===== src/rtl/vga_sync_gen_if.sv =====
// Output bundle of the VGA timing generator: sync pulses, visible flag,
// pixel coordinates, line/frame strobes and the frame counter.
interface vga_sync_gen_if;
  logic       hsync;
  logic       vsync;
  logic       video_on;
  logic [9:0] pixel_x;
  logic [9:0] pixel_y;
  logic       line_start;
  logic       frame_start;
  logic [7:0] frame_cnt;

  modport master (
    output hsync, vsync, video_on, pixel_x, pixel_y,
           line_start, frame_start, frame_cnt
  );

  modport slave (
    input  hsync, vsync, video_on, pixel_x, pixel_y,
           line_start, frame_start, frame_cnt
  );
endinterface


===== src/rtl/vga_sync_gen.sv =====
// VGA timing generator (640x480 @ 60 Hz by default). Every output is a
// register loaded from the next-state counter values, so coordinates and
// their decoded flags always change on the same edge.
// H_TOTAL and V_TOTAL must each be <= 1024 (10-bit counters).
module vga_sync_gen #(
  parameter int H_VISIBLE = 640,
  parameter int H_FRONT   = 16,
  parameter int H_SYNC    = 96,
  parameter int H_BACK    = 48,
  parameter int V_VISIBLE = 480,
  parameter int V_FRONT   = 10,
  parameter int V_SYNC    = 2,
  parameter int V_BACK    = 33
) (
  input  logic           clk,
  input  logic           rst_n,
  vga_sync_gen_if.master vga
);

  localparam int H_TOTAL = H_VISIBLE + H_FRONT + H_SYNC + H_BACK;
  localparam int V_TOTAL = V_VISIBLE + V_FRONT + V_SYNC + V_BACK;

  localparam logic [9:0] H_MAX = 10'(H_TOTAL - 1);
  localparam logic [9:0] V_MAX = 10'(V_TOTAL - 1);

  // Decode bounds are 11 bits wide so an end bound equal to 1024 still fits.
  localparam logic [10:0] H_VIS    = 11'(H_VISIBLE);
  localparam logic [10:0] HS_START = 11'(H_VISIBLE + H_FRONT);
  localparam logic [10:0] HS_END   = 11'(H_VISIBLE + H_FRONT + H_SYNC);
  localparam logic [10:0] V_VIS    = 11'(V_VISIBLE);
  localparam logic [10:0] VS_START = 11'(V_VISIBLE + V_FRONT);
  localparam logic [10:0] VS_END   = 11'(V_VISIBLE + V_FRONT + V_SYNC);

  logic [9:0]  x_q, y_q;
  logic [9:0]  x_nxt, y_nxt;
  logic [10:0] x_nxt_w, y_nxt_w;
  logic        x_wrap, frame_wrap;

  logic        hsync_q, vsync_q, video_on_q;
  logic        line_start_q, frame_start_q;
  logic [7:0]  frame_cnt_q;

  // Next-state counters: wrap detected by compare against TOTAL-1.
  always_comb begin
    x_wrap     = (x_q == H_MAX);
    frame_wrap = x_wrap && (y_q == V_MAX);
    x_nxt      = x_wrap ? 10'd0 : x_q + 10'd1;
    y_nxt      = y_q;
    if (x_wrap) begin
      y_nxt = (y_q == V_MAX) ? 10'd0 : y_q + 10'd1;
    end
    x_nxt_w = {1'b0, x_nxt};
    y_nxt_w = {1'b0, y_nxt};
  end

  // Counter registers; reset parks on the last pixel of a frame.
  always_ff @(posedge clk or negedge rst_n) begin
    if (!rst_n) begin
      x_q <= H_MAX;
      y_q <= V_MAX;
    end else begin
      x_q <= x_nxt;
      y_q <= y_nxt;
    end
  end

  // Decoded outputs registered from the next-state counters (zero skew).
  always_ff @(posedge clk or negedge rst_n) begin
    if (!rst_n) begin
      hsync_q       <= 1'b1;
      vsync_q       <= 1'b1;
      video_on_q    <= 1'b0;
      line_start_q  <= 1'b0;
      frame_start_q <= 1'b0;
      frame_cnt_q   <= 8'd0;
    end else begin
      hsync_q       <= !((x_nxt_w >= HS_START) && (x_nxt_w < HS_END));
      vsync_q       <= !((y_nxt_w >= VS_START) && (y_nxt_w < VS_END));
      video_on_q    <= (x_nxt_w < H_VIS) && (y_nxt_w < V_VIS);
      line_start_q  <= x_wrap;
      frame_start_q <= frame_wrap;
      if (frame_wrap) begin
        frame_cnt_q <= frame_cnt_q + 8'd1;
      end
    end
  end

  assign vga.pixel_x     = x_q;
  assign vga.pixel_y     = y_q;
  assign vga.hsync       = hsync_q;
  assign vga.vsync       = vsync_q;
  assign vga.video_on    = video_on_q;
  assign vga.line_start  = line_start_q;
  assign vga.frame_start = frame_start_q;
  assign vga.frame_cnt   = frame_cnt_q;

endmodule

===== src/flat_wrapper.sv =====
// flat-port wrapper written by rule: the top's interface ports become plain ports
module vga_sync_gen_flat 
#(
  parameter int H_VISIBLE = 640,
  parameter int H_FRONT   = 16,
  parameter int H_SYNC    = 96,
  parameter int H_BACK    = 48,
  parameter int V_VISIBLE = 480,
  parameter int V_FRONT   = 10,
  parameter int V_SYNC    = 2,
  parameter int V_BACK    = 33
)
  (clk, rst_n, vga_hsync, vga_vsync, vga_video_on, vga_pixel_x, vga_pixel_y, vga_line_start, vga_frame_start, vga_frame_cnt);
  vga_sync_gen_if vga_i ();
  input  logic clk;
  input  logic rst_n;
  output wire logic [$bits(vga_i.hsync)-1:0] vga_hsync;
  output wire logic [$bits(vga_i.vsync)-1:0] vga_vsync;
  output wire logic [$bits(vga_i.video_on)-1:0] vga_video_on;
  output wire logic [$bits(vga_i.pixel_x)-1:0] vga_pixel_x;
  output wire logic [$bits(vga_i.pixel_y)-1:0] vga_pixel_y;
  output wire logic [$bits(vga_i.line_start)-1:0] vga_line_start;
  output wire logic [$bits(vga_i.frame_start)-1:0] vga_frame_start;
  output wire logic [$bits(vga_i.frame_cnt)-1:0] vga_frame_cnt;
  assign vga_hsync = vga_i.hsync;
  assign vga_vsync = vga_i.vsync;
  assign vga_video_on = vga_i.video_on;
  assign vga_pixel_x = vga_i.pixel_x;
  assign vga_pixel_y = vga_i.pixel_y;
  assign vga_line_start = vga_i.line_start;
  assign vga_frame_start = vga_i.frame_start;
  assign vga_frame_cnt = vga_i.frame_cnt;
  vga_sync_gen #(.H_VISIBLE(H_VISIBLE), .H_FRONT(H_FRONT), .H_SYNC(H_SYNC), .H_BACK(H_BACK), .V_VISIBLE(V_VISIBLE), .V_FRONT(V_FRONT), .V_SYNC(V_SYNC), .V_BACK(V_BACK)) u_core (.clk(clk), .rst_n(rst_n), .vga(vga_i));
endmodule

===== config.mk =====
export PLATFORM = sky130hd
export DESIGN_NAME = vga_sync_gen_flat
export DESIGN_NICKNAME = d
export VERILOG_FILES = /design/src/rtl/vga_sync_gen_if.sv /design/src/rtl/vga_sync_gen.sv /design/src/flat_wrapper.sv
export SDC_FILE = /design/constraint.sdc
export NUM_CORES = 1
export LEC_CHECK = 0
export CAP_MARGIN = 10
export CORE_AREA = 2 2 68 70
export DETAILED_ROUTE_END_ITERATION = 10
export DIE_AREA = 0 0 70 72
export HOLD_SLACK_MARGIN = 0.08
export PLACE_DENSITY = 0.71
export SLEW_MARGIN = 20
export SYNTH_ARGS = -nofsm -noshare
export SYNTH_HDL_FRONTEND = slang
export SYNTH_SLANG_ARGS = --single-unit

===== constraint.sdc =====
create_clock -name clk -period 3 [get_ports clk]
set_input_delay 0.45 -clock clk [delete_from_list [all_inputs] [get_ports clk]]
set_output_delay 0.45 -clock clk [all_outputs]
set_load 0.005 [all_outputs]

met1.png
Scale bar: 20 um.
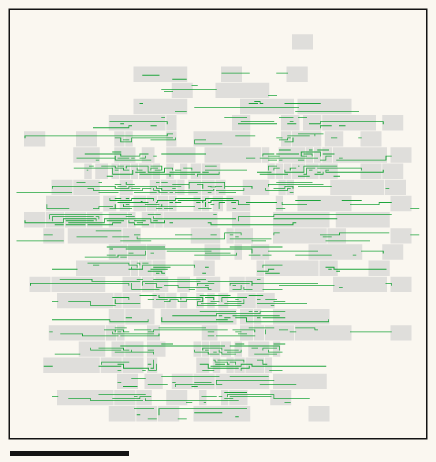
nets with wire on the layer	176
share of all routed wire	49%
main direction	horizontal

met3.png
Scale bar: 20 um.
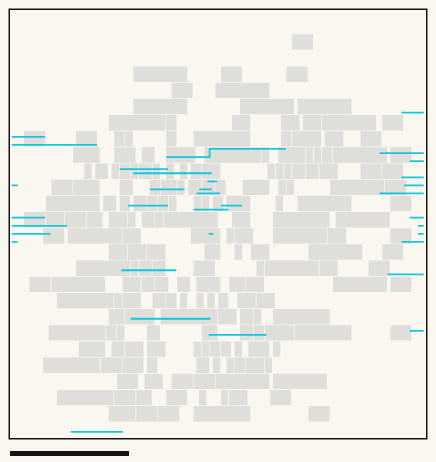
longest straight run	14.0 um
nets with wire on the layer	30
main direction	horizontal
share of all routed wire	5.5%
wire length on this layer	192 um

met2.png
Scale bar: 20 um.
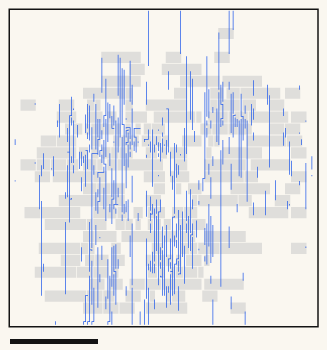
longest straight run	30.9 um
share of all routed wire	44%
nets with wire on the layer	175

pins.png
Scale bar: 20 um. Pins as bars across the die edge, other pins in gray.
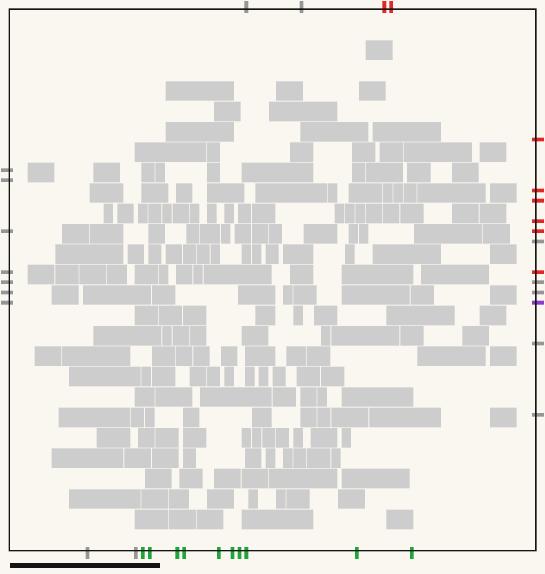
port	color	pins	direction	edge
vga_video_on	purple	1	output	east
vga_pixel_x	green	10	output	south
vga_frame_cnt	red	8	output	6 east, 2 north

==> impl_metrics.ini <==
; generated from flow reports
[sta]
finalCritPeriodShare = 0.8505
timing.final.ws_setup_ns = 0.4484
slew_viol_final = 0
fin_skew_ns = 0.009195
finalHoldViolCount = 0
rsz0062_at_grt = no
slew_headroom = 0.7325
fin_hold_ws_ns = 0.4728
tightestPinTransition_ns = 0.4012
tns_ns = 0
finalSetupViolCount = 0
fmax_ghz = 0.3919

[die]
rows = 24
fp_util = 0.3961
core-area_um2 = 4264
die_h_um = 72
fp.dieW_um = 70
die-area_um2 = 5040
num_io_pins = 35

[cts]
cts.hold.buffers_added = 0
postCtsSetupBuffers = 0
clockBufferDepth = 2
cts_tree = done
cts_resized = 0
cts_buffers = 5
cts_root_buffer = clkbuf_8
clock_latency_ns = 0.29
clkTransAtPathRegs_ns = 0.07
htreeDepth = 2
clock-sinks = 33

[logic_synthesis]
ys_chip_area_um2 = 1689
most_common_cell = nand2_1
synthDominantCellAreaShare = 0.3111
netlist_area_um2 = 1689
async_flop_share = 1.000
synth_cell_types = 37
yosysWarnings = 0
topCellsByArea = dfrtp_1 (31%), dfstp_2 (19%), xnor2_1 (6.2%)
syn-num-nets = 172
ys_seq_frac = 0.4978
numSynthFlops = 33
syn_inst = 165
common_cells = nand2_1 (22), dfrtp_1 (21), dfstp_2 (12), xnor2_1 (12), inv_1 (11)
ys_cells = 165
postSynthAreaPerCell_um2 = 10.24
ff_type = dfrtp_1
synth-edff-count = 0
largest_area_cell = dfrtp_1

[cells_and_area]
diodes = 0
final_area_um2 = 2137
utilization = 0.5012
finalNonFillerCells = 254
drive_gt1_frac = 0.1337
area_growth_syn_to_layout_pct = 26.52
layout_top_cell = clkdlybuf4s50_1
final_cell_mix = clkdlybuf4s50_1 (34), nand2_1 (22), dfrtp_1 (21)
fin_nets = 208

[grt]
grt_pass1_vias = 1243
overflow = 0
grt_usage = 0.1517
grt_pass1_wl_mm = 5.982
antenna_found_initial = 0
grt_max_degree = 34

[worst_setup_path]
path_buffers = 0
slowest_stage = dfstp_2
worstSetupStartpointType = register
timing.rr.end = u_core.vga.vsync
cp.depth = 6
r2r_slack_ns = 0.45
cp.arrival_ns = 2.75
max_stage_delay_ns = 0.58
rr_startpoint = u_core.vga.pixel_x[0]
startpoint = u_core.vga.pixel_x[0]
crit_end = u_core.vga.vsync
crit_type = reg -> reg
worstPathCellList = ha_1, nand4_1, or3_1, or4_4, a31oi_1, o2111ai_1
required_ns = 3.20
cp_max_fo = 7
reg2reg_depth = 6
critPathTopFamily = simple AND/OR/NAND/NOR gates
crit_path_end_kind = register

[power]
total_power_mw = 0.7809
ir_drop_uv = 211.4
p_leak_nw = 0.8942
p_per_area_nw_per_um2 = 365.4

[drt]
drt_iter0_drc = 81
drc_errors = 0
drt_first_pass_iters = 4
wirelength_mm = 3.497
avgRoutedWirePerCell_um = 13.77
viasPerCell = 5.169
postRouteAntennaNets = 0
vias = 1313

[placed_design]
place_area_um2 = 2051
dp_slack_ns = 0.4809
routabilityCongestion = 0.8300
hpwl_mm = 2.554
dp.cells = 246
numPortBuffers = 34

[run]
warnings = 29
drv_cap = 0

[hold_path]
worstHoldPathType = reg -> reg

[outcome]
status = finished clean
==> cells by family after synthesis <==
family                     synth area share
and+or+nand+nor                      0.2170
DFF                                  0.4978
AOI/OAI and AO/OA                   0.07927
xor gates and xnor gates             0.1037
buffers and inverters               0.05926
adders and majority gates           0.03704
muxes                              0.005926
==> area by class of cell <==
class,instances,area (um2)
clock inverter,3,17.52
inverter,11,41.29
clock buffer,5,68.82
tap,52,65.06
multi-input combinational,114,748.2
timing repair buffer,36,355.3
sequential,33,840.8
fill,387,2127
==> how the worst min path moves through the flow <==
| stage | from | end | slack [ns] | cells past startpoint |
|---|---|---|---|---|
| after floorplan | rst_n | u_core.vga.frame_cnt[0] | 0.15 | 0 |
| after global routing | u_core.vga.frame_cnt[7] | u_core.vga.frame_cnt[7] | 0.53 | 1 |
| after global placement | u_core.vga.frame_cnt[7] | u_core.vga.frame_cnt[7] | 0.46 | 1 |
| after detailed placement | u_core.vga.frame_cnt[7] | u_core.vga.frame_cnt[7] | 0.47 | 1 |
| final | u_core.vga.frame_cnt[7] | u_core.vga.frame_cnt[7] | 0.47 | 1 |
| after CTS | u_core.vga.frame_cnt[7] | u_core.vga.frame_cnt[7] | 0.48 | 1 |
==> routing by layer <==
metal | GRT usage | wire length, um | vias to the layer above
met5 | 0 | 0 | -
met4 | 0.06197 | 57 | 0
met3 | 0.04583 | 191 | 6
met2 | 0.2286 | 1546 | 44
met1 | 0.2055 | 1701 | 615
li1 | - | - | 648
==> report_power, final <==
part | internal, mW | switching (mW)
Clock | 0.160 | 0.165
Sequential | 0.446 | 0
Combinational | 0.00199 | 0.00808
